File: src/rtl/flt2int_iter.sv
// flt2int_iter
// Iterative converter from an IEEE-style float {sign, exp, mant} to a
// sign-magnitude integer {sign, magnitude}. It shifts the significand one
// bit per clock, then rounds to nearest-even or truncates toward zero, and
// reports saturation, inexact and underflow flags.
//
// Handshake: an operand transfers on a rising edge where in_valid_i and
// in_ready_o are both high. A result transfers on a rising edge where
// out_valid_o and out_ready_i are both high. in_ready_o is high only in
// IDLE and out_valid_o is high only in DONE, so the two transfers never
// overlap. int_o and the flags are held stable while out_valid_o is high.
//
// Ports:
//   clk_i        clock, rising edge
//   reset_i      synchronous active-high reset
//   in_valid_i   operand valid
//   in_ready_o   unit idle and able to accept an operand
//   flt_i        {sign, exp[EXP_W], mant[MANT_W]}
//   rnd_mode_i   0 = round-nearest-even, 1 = truncate; captured with flt_i
//   out_valid_o  result valid
//   out_ready_i  consumer takes the result
//   int_o        {sign, magnitude[INT_W-1]}
//   ovf_o        result saturated (inf, NaN or out of range)
//   inexact_o    nonzero bits were discarded (never set with ovf_o)
//   unf_o        nonzero input produced a zero magnitude
//   dbg_state_o  current FSM state, for observation only
module flt2int_iter #(
  parameter int EXP_W  = 5,
  parameter int MANT_W = 10,
  parameter int BIAS   = 15,
  parameter int INT_W  = 16
) (
  input  logic                    clk_i,
  input  logic                    reset_i,
  input  logic                    in_valid_i,
  output logic                    in_ready_o,
  input  logic [EXP_W+MANT_W:0]   flt_i,
  input  logic                    rnd_mode_i,
  output logic                    out_valid_o,
  input  logic                    out_ready_i,
  output logic [INT_W-1:0]        int_o,
  output logic                    ovf_o,
  output logic                    inexact_o,
  output logic                    unf_o,
  output logic [1:0]              dbg_state_o
);

  localparam int MAG_W = INT_W - 1;
  localparam int CNT_W = $clog2(INT_W + MANT_W + 2);

  typedef enum logic [1:0] {
    IDLE  = 2'd0,
    ALIGN = 2'd1,
    ROUND = 2'd2,
    DONE  = 2'd3
  } state_t;

  state_t state_q, state_d;

  // Accumulator: magnitude plus guard and sticky bits.
  logic [MAG_W-1:0] mag_q, mag_d;
  logic             g_q, g_d;
  logic             s_q, s_d;
  logic [CNT_W-1:0] cnt_q, cnt_d;
  logic             left_q, left_d;   // shift direction: 1 = left
  logic             rnd_q, rnd_d;
  logic             sign_q, sign_d;
  logic             nz_q, nz_d;       // input was nonzero
  logic             sat_q, sat_d;     // saturation decided at accept time
  logic [INT_W-1:0] int_q, int_d;
  logic             ovf_q, ovf_d;
  logic             inex_q, inex_d;
  logic             unf_q, unf_d;

  // Operand fields and classification, valid in the accept cycle.
  logic [EXP_W-1:0]  exp_f;
  logic [MANT_W-1:0] mant_f;
  logic              sign_f;
  logic [MANT_W:0]   sig_f;
  int                e_int;
  int                shift_l;         // >0: left shift count, <0: right shift count
  logic              is_sat, is_zero, is_tiny;

  assign exp_f   = flt_i[MANT_W +: EXP_W];
  assign mant_f  = flt_i[MANT_W-1:0];
  assign sign_f  = flt_i[EXP_W+MANT_W];
  assign sig_f   = {exp_f != '0, mant_f};
  assign e_int   = int'(exp_f);
  assign shift_l = e_int - BIAS - MANT_W;
  assign is_sat  = (&exp_f) || (e_int - BIAS >= INT_W - 1);
  assign is_zero = (exp_f == '0) && (mant_f == '0);
  assign is_tiny = (e_int < BIAS - 1);

  logic             inc;
  logic [MAG_W:0]   sum;

  always_comb begin
    state_d = state_q;
    mag_d   = mag_q;
    g_d     = g_q;
    s_d     = s_q;
    cnt_d   = cnt_q;
    left_d  = left_q;
    rnd_d   = rnd_q;
    sign_d  = sign_q;
    nz_d    = nz_q;
    sat_d   = sat_q;
    int_d   = int_q;
    ovf_d   = ovf_q;
    inex_d  = inex_q;
    unf_d   = unf_q;
    inc     = 1'b0;
    sum     = '0;

    unique case (state_q)
      IDLE: begin
        if (in_valid_i) begin
          sign_d = sign_f;
          rnd_d  = rnd_mode_i;
          nz_d   = !is_zero;
          mag_d  = MAG_W'(sig_f);
          g_d    = 1'b0;
          s_d    = 1'b0;
          sat_d  = 1'b0;
          cnt_d  = '0;
          left_d = 1'b0;
          if (is_sat) begin
            sat_d   = 1'b1;
            mag_d   = '1;
            state_d = ROUND;
          end else if (is_zero) begin
            mag_d   = '0;
            state_d = ROUND;
          end else if (is_tiny) begin
            // Below one half: the sticky bit alone marks it inexact and
            // can never cause a round-up since the guard is clear.
            mag_d   = '0;
            s_d     = 1'b1;
            state_d = ROUND;
          end else if (shift_l > 0) begin
            left_d  = 1'b1;
            cnt_d   = CNT_W'(shift_l);
            state_d = ALIGN;
          end else if (shift_l < 0) begin
            cnt_d   = CNT_W'(-shift_l);
            state_d = ALIGN;
          end else begin
            state_d = ROUND;
          end
        end
      end

      ALIGN: begin
        if (left_q) begin
          mag_d = {mag_q[MAG_W-2:0], 1'b0};
        end else begin
          mag_d = {1'b0, mag_q[MAG_W-1:1]};
          g_d   = mag_q[0];
          s_d   = s_q | g_q;
        end
        cnt_d = cnt_q - CNT_W'(1);
        if (cnt_q == CNT_W'(1)) state_d = ROUND;
      end

      ROUND: begin
        inc = ~rnd_q & g_q & (mag_q[0] | s_q);
        sum = {1'b0, mag_q} + {{MAG_W{1'b0}}, inc};
        if (sat_q || sum[MAG_W]) begin
          int_d  = {sign_q, {MAG_W{1'b1}}};
          ovf_d  = 1'b1;
          inex_d = 1'b0;
          unf_d  = 1'b0;
        end else begin
          int_d  = {sign_q, sum[MAG_W-1:0]};
          ovf_d  = 1'b0;
          inex_d = g_q | s_q;
          unf_d  = nz_q && (sum[MAG_W-1:0] == '0);
        end
        state_d = DONE;
      end

      DONE: begin
        if (out_ready_i) state_d = IDLE;
      end

      default: state_d = IDLE;
    endcase
  end

  always_ff @(posedge clk_i) begin
    if (reset_i) begin
      state_q <= IDLE;
      mag_q   <= '0;
      g_q     <= 1'b0;
      s_q     <= 1'b0;
      cnt_q   <= '0;
      left_q  <= 1'b0;
      rnd_q   <= 1'b0;
      sign_q  <= 1'b0;
      nz_q    <= 1'b0;
      sat_q   <= 1'b0;
      int_q   <= '0;
      ovf_q   <= 1'b0;
      inex_q  <= 1'b0;
      unf_q   <= 1'b0;
    end else begin
      state_q <= state_d;
      mag_q   <= mag_d;
      g_q     <= g_d;
      s_q     <= s_d;
      cnt_q   <= cnt_d;
      left_q  <= left_d;
      rnd_q   <= rnd_d;
      sign_q  <= sign_d;
      nz_q    <= nz_d;
      sat_q   <= sat_d;
      int_q   <= int_d;
      ovf_q   <= ovf_d;
      inex_q  <= inex_d;
      unf_q   <= unf_d;
    end
  end

  assign in_ready_o  = (state_q == IDLE);
  assign out_valid_o = (state_q == DONE);
  assign int_o       = int_q;
  assign ovf_o       = ovf_q;
  assign inexact_o   = inex_q;
  assign unf_o       = unf_q;
  assign dbg_state_o = state_q;

endmodule

File: config.mk
export PLATFORM = sky130hd
export DESIGN_NAME = flt2int_iter
export DESIGN_NICKNAME = d
export VERILOG_FILES = /design/src/rtl/flt2int_iter.sv
export SDC_FILE = /design/constraint.sdc
export NUM_CORES = 1
export LEC_CHECK = 0
export CAP_MARGIN = 20
export CORE_MARGIN = 3
export CORE_UTILIZATION = 35
export DETAILED_ROUTE_END_ITERATION = 8
export GPL_ROUTABILITY_DRIVEN = 0
export PLACE_DENSITY_LB_ADDON = 0.2
export RECOVER_POWER = 25
export SLEW_MARGIN = 30
export SYNTH_ARGS = -nofsm -noshare
export SYNTH_HDL_FRONTEND = slang
export SYNTH_SLANG_ARGS = --single-unit
File: constraint.sdc
create_clock -name clk_i -period 2.6 [get_ports clk_i]
set_input_delay 0.26 -clock clk_i [delete_from_list [all_inputs] [get_ports clk_i]]
set_output_delay 0.26 -clock clk_i [all_outputs]
set_load 0.05 [all_outputs]
Figure 1. Pin map (run 1).
Pins as bars across the die edge, other pins in gray.
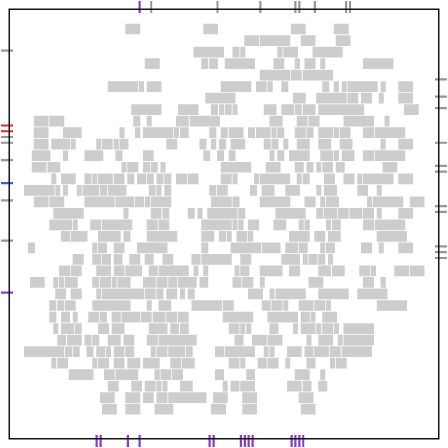
[red] dbg_state_o | pins: 2 | direction: output | edge: left
[purple] flt_i | pins: 16 | direction: input | edge: 14 bottom, 1 left, 1 top
[blue] in_valid_i | pins: 1 | direction: input | edge: left
all pins by edge: 14 bottom, 11 right, 10 left, 9 top

Figure 2. Routing congestion (run 1).
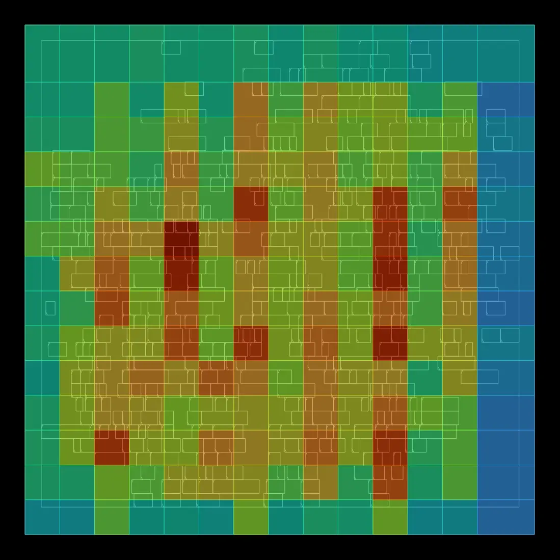
WL/cell: 14.9 um
final core utilization: 47.0%
met1 Use GR: 23.7%
GR Util met3: 2.42%
met2 Use GR: 28.9%

Figure 3. Sequential cells grouped by signal name (run 1).
Other sequential cells in the stronger gray, the rest of the logic in the fainter gray.
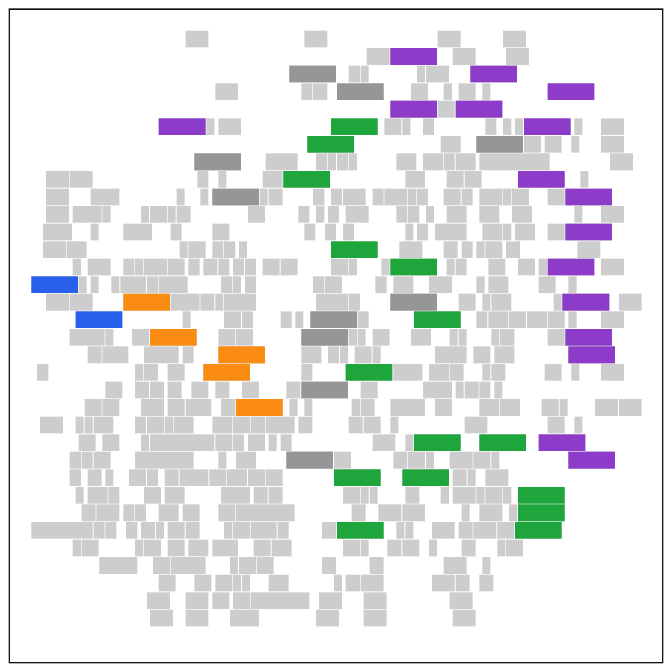
[green] mag_q | sequential cells: 15
[orange] cnt_q | sequential cells: 5
[purple] int_o | sequential cells: 16
[blue] dbg_state_o | sequential cells: 2
seq pwr: 0.00128 W
Seq/total area: 23.3%

==> run summary, run 1 <==
Biggest area cells = dfxtp_1 (30%), nor2_1 (7.4%), a211oi_1 (6.6%)
Hold Buf Count CTS = 0
Status = complete, no violations
Log Warnings = 34
Fa+ha+maj area frac = 5.94%
Largest cell class = multi-input combinational cells
Number of non-clock inverters = 15
Worst r2r dst = unf_o
Cell Pwr Density = 1000 mW/mm2
Start point of the critical path = flt_i[11]
Io pins = 44
CP Launch Type = input port
Detail Placement HPWL = 6.36 mm
Max-cap violations = 0
Finish-stage setup viols = 0
Slew @ Worst Pin = 0.910 ns
CP peak stage delay = 0.43 ns
Reg clk slew, reported paths = 0.09 ns
Die Wd = 101 um
Hold slack = 0.464 ns
Overflow after GRT = 0
Clk. pwr = 0.000557 W
Metal3 WL = 311 um
WS Path Type = in -> reg
CP Depth = 9
Fin crit period = 2.47 ns
Core Box Area = 0.00876 mm2
CP delay by family, top = simple AND/OR/NAND/NOR gates
Final Total Pwr = 0.00413 W
Global-route wire length before repair = 14.7 mm
Maximum VDD drop = 0.000724 V
Largest register FFs = 16
Root Buffer = clkbuf_8
DIE AREA = 0.0102 mm2
Post-CTS sizing = 1
Clk tree area frac = 2.79%
Total CTS buffers = 5
Cell Type Count = 63
Combinational share of cell area = 50.6%
Logic Gate Count = 307
Synth Area in Simple Gates = 22.7%
DRC Markers = 0
Clk_skew = 0.0118 ns
Hold EP = sign_q
Fill cells = 879
Die Y = 101 um
Logic area = 0.00208 mm2
Placement Setup Slack = -0.344 ns
Xor/xnor share = 5.82%
Slew Limit Fails = 0
Ys cells = 400
Seq share, synth = 30.4%
Setup tns final = 0 ns
Hold Path Class = reg -> reg
Setup Buffers After CTS = 0
Floorplan Utilization = 36.1%
Internal = 0.00217 W
Clock sink total = 48
TritonCTS clock tree = done
Routed vias/inst = 5.40
Placed Cells = 566
Top cells by count = nor2_1 (62), dfxtp_1 (48), a211oi_1 (28)
Non-filler instance count after layout = 575
Vias = 3106
Setup crit end = cnt_q[0]
Number of clock buffers in the layout = 5
Ao+oa area frac = 24.1%
Most numerous logic cell after layout = nor2_1
Post-route cell area = 0.00412 mm2
Post-route ant nets = 0
Slew HR = 39.3%
Rows = 34
Crit-path cells = clkdlybuf4s50_1, ha_2, and3_2, ha_4, or2b_2, a21oi_2, o211ai_1, or3_1, a221oi_2
WP data arrival = 2.70 ns
Sw Share = 47.4%
H-tree levels = 2
Psw = 0.00196 W
Final Cycle Share = 95.0%
==> run 2: changes to the inputs <==
--- a/config.mk
+++ b/config.mk
@@ -5,12 +5,11 @@
 export SDC_FILE = /design/constraint.sdc
 export NUM_CORES = 1
 export LEC_CHECK = 0
+export ABC_AREA = 0
 export CAP_MARGIN = 20
-export CORE_MARGIN = 3
 export CORE_UTILIZATION = 35
 export DETAILED_ROUTE_END_ITERATION = 8
 export GPL_ROUTABILITY_DRIVEN = 0
-export PLACE_DENSITY_LB_ADDON = 0.2
 export RECOVER_POWER = 25
 export SLEW_MARGIN = 30
 export SYNTH_ARGS = -nofsm -noshare
Figure 4. Clock wires, drivers and flops (run 2).
Scale bar: 20 um.
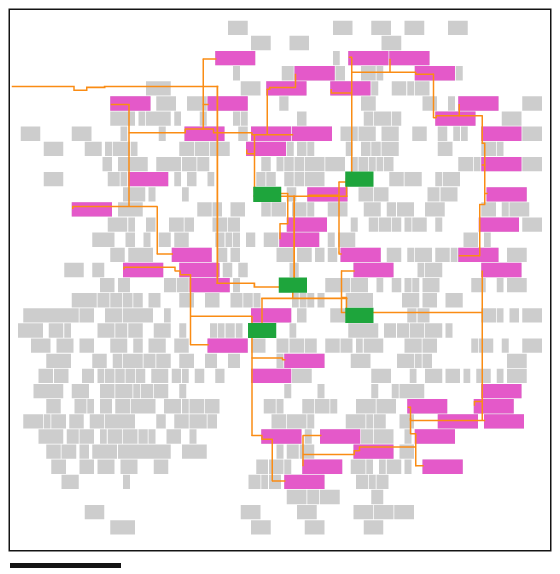
[magenta] flip-flops | count: 48
[orange] clock wires | length: 620 um
[green] cells driving clock nets | count: 5
routed clock nets: 6
Clk. pwr: 0.000464 W
clk_skew: 0.0117 ns

Figure 5. Sequential cells grouped by signal name (run 2).
Other sequential cells in the stronger gray, the rest of the logic in the fainter gray.
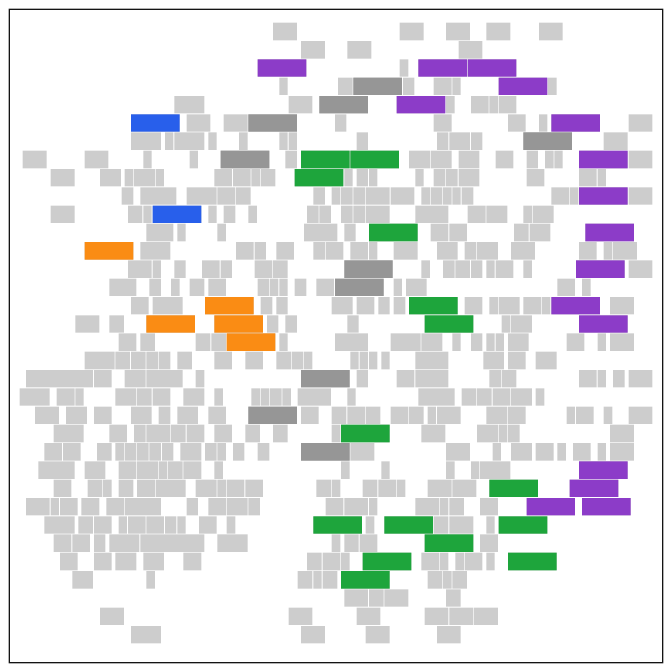
[green] mag_q | sequential cells: 15
[orange] cnt_q | sequential cells: 5
[blue] dbg_state_o | sequential cells: 2
[purple] int_o | sequential cells: 16

==> run 2 against run 1 <==
Effect of this change:
- clock skew about the same
- global-route usage about the same
- synthesized cell count unchanged
- routed wire length down 3.4%
- hold slack worse by 0.10 ns
- clock-buffer cell count up 2
- sequential power about the same
- clock power down 17%
- sequential share of layout area up 0.63 points
- total power down 3.4%
- critical endpoint unchanged
==> run summary, run 2 <==
IO Port Bufs = 43
Ao+oa area frac = 24.1%
Max-cap violations = 0
Ys cells = 400
Detail Placement HPWL = 6.27 mm
Syn_nets = 436
Start point of the critical path = flt_i[12]
Number of clock buffers in the layout = 7
Combinational power = 0.00224 W
P&R area growth vs syn = 26.8%
Fin crit period = 2.48 ns
CP Launch Type = input port
Yosys chip area = 0.00316 mm2
DIE AREA = 0.00942 mm2
Non-filler instance count after layout = 571
Slew HR = 41.5%
Seq pwr = 0.00128 W
Largest net degree at the start of global routing = 31
Share of post-route cells with drive strength above 1 = 15.6%
Global-route wire length before repair = 13.8 mm
Combinational share of cell area = 50.4%
Flop2flop setup slack = 0.21 ns
Final Cycle Share = 95.4%
Most numerous logic cell after layout = nor2_1
Hold slack = 0.364 ns
Psw = 0.00192 W
Final Total Pwr = 0.00399 W
Number of non-clock inverters = 15
Met2 Use GR = 31.5%
Avg Inst Size Synth = 7.90 um2
Xor/xnor share = 5.82%
CTS max path bufs = 2
Placement Setup Slack = -0.407 ns
Most common flop cell mapped by yosys = dfxtp_1
Post-CTS sizing = 3
H-tree levels = 2
DRC Markers = 0
Slew @ Worst Pin = 0.878 ns
Synth Cell Area = 0.00316 mm2
Sw Share = 48.1%
WS Path Type = in -> reg
Root Buffer = clkbuf_8
Slew Limit Fails = 0
Metal3 WL = 247 um
Logic Gate Count = 307
Antenna Cells = 0
Final Hold Viols = 0
Initial drt markers = 185
Final wirelength = 8.25 mm
Overflow after GRT = 0
Die Wd = 97.0 um
Finish-stage setup viols = 0
WP data required = 2.80 ns
Largest cell class = multi-input combinational cells
TritonCTS clock tree = done
Crit-path cells = clkdlybuf4s50_1, and3_2, ha_1, or2b_2, a21oi_2, o211ai_1, or3_1, a221oi_2
Worst Setup End Kind = flip-flop
Clock sink total = 48
Largest register FFs = 16
Post-Synthesis Cells = 400
Core Box Area = 0.00872 mm2
Most frequent cells in the layout = nor2_1 (61), dfxtp_1 (48), buf_4 (41), a211oi_1 (28), clkdlybuf4s50_1 (27)
Fa+ha+maj area frac = 5.94%
Flop pwr share = 32.2%
Rows = 34
Vias in the first global route = 2896
Seq share, synth = 30.4%
Storage element area = 961 um2
Hold Buf Count CTS = 0
Status = complete, no violations
Clk ins delay skew pair = 0.30 ns
Cell Type Count = 63
GR Util met3 = 2.67%
Detailed Routing Iterations Pass 1 = 7
Routed vias/inst = 5.43
Setup Buffers After CTS = 0
N_taps = 108
CP peak stage delay = 0.50 ns
Non-clock buffers = 85
Seq/total area = 24.0%
Combinational power share = 56.2%
Reg clk slew, reported paths = 0.09 ns
Log Warnings = 34
Met1 Use GR = 21.6%
WL/cell = 14.5 um
Biggest area cells = dfxtp_1 (30%), nor2_1 (7.4%), a211oi_1 (6.6%)
Crit-path max FO = 5
Internal = 0.00207 W
Final core utilization = 46.0%
Wire length on met1 = 3.73 mm
Maximum VDD drop = 0.000453 V
Ys async rst share = 0%
Post-synth top area cell = dfxtp_1
Synth Area in Simple Gates = 22.7%
Min-delay src = reset_i
Setup tns final = 0 ns
Hold Path Class = in -> reg
Slowest stage cell, crit path = clkdlybuf4s50_1
Die Y = 97.0 um
Clk tree area frac = 2.34%
Cell Pwr Density = 994 mW/mm2
Yosys top cell by instances = nor2_1
Placed Cells = 562
Post-route cell area = 0.00401 mm2
GRT Resource Usage Total = 17.6%
Logic area = 0.00202 mm2
Synth flops = 48
Dpl cell area = 0.00389 mm2
Hold EP = int_o[15]
Fill cells = 877
Top cells by count = nor2_1 (62), dfxtp_1 (48), a211oi_1 (28)
CP delay by family, top = simple AND/OR/NAND/NOR gates
Top cell area share = 30.4%
Floorplan Utilization = 36.3%
Total CTS buffers = 5
CP Depth = 8
WP data arrival = 2.68 ns
RSZ-0062 raised after global routing = no
Io pins = 44
Setup crit end = cnt_q[0]
Post-route ant nets = 0
Worst r2r dst = unf_o
Leakage = 1.51 nW
Vias = 3099
Power figures rest on the tool's default switching activity, not on a simulated workload.
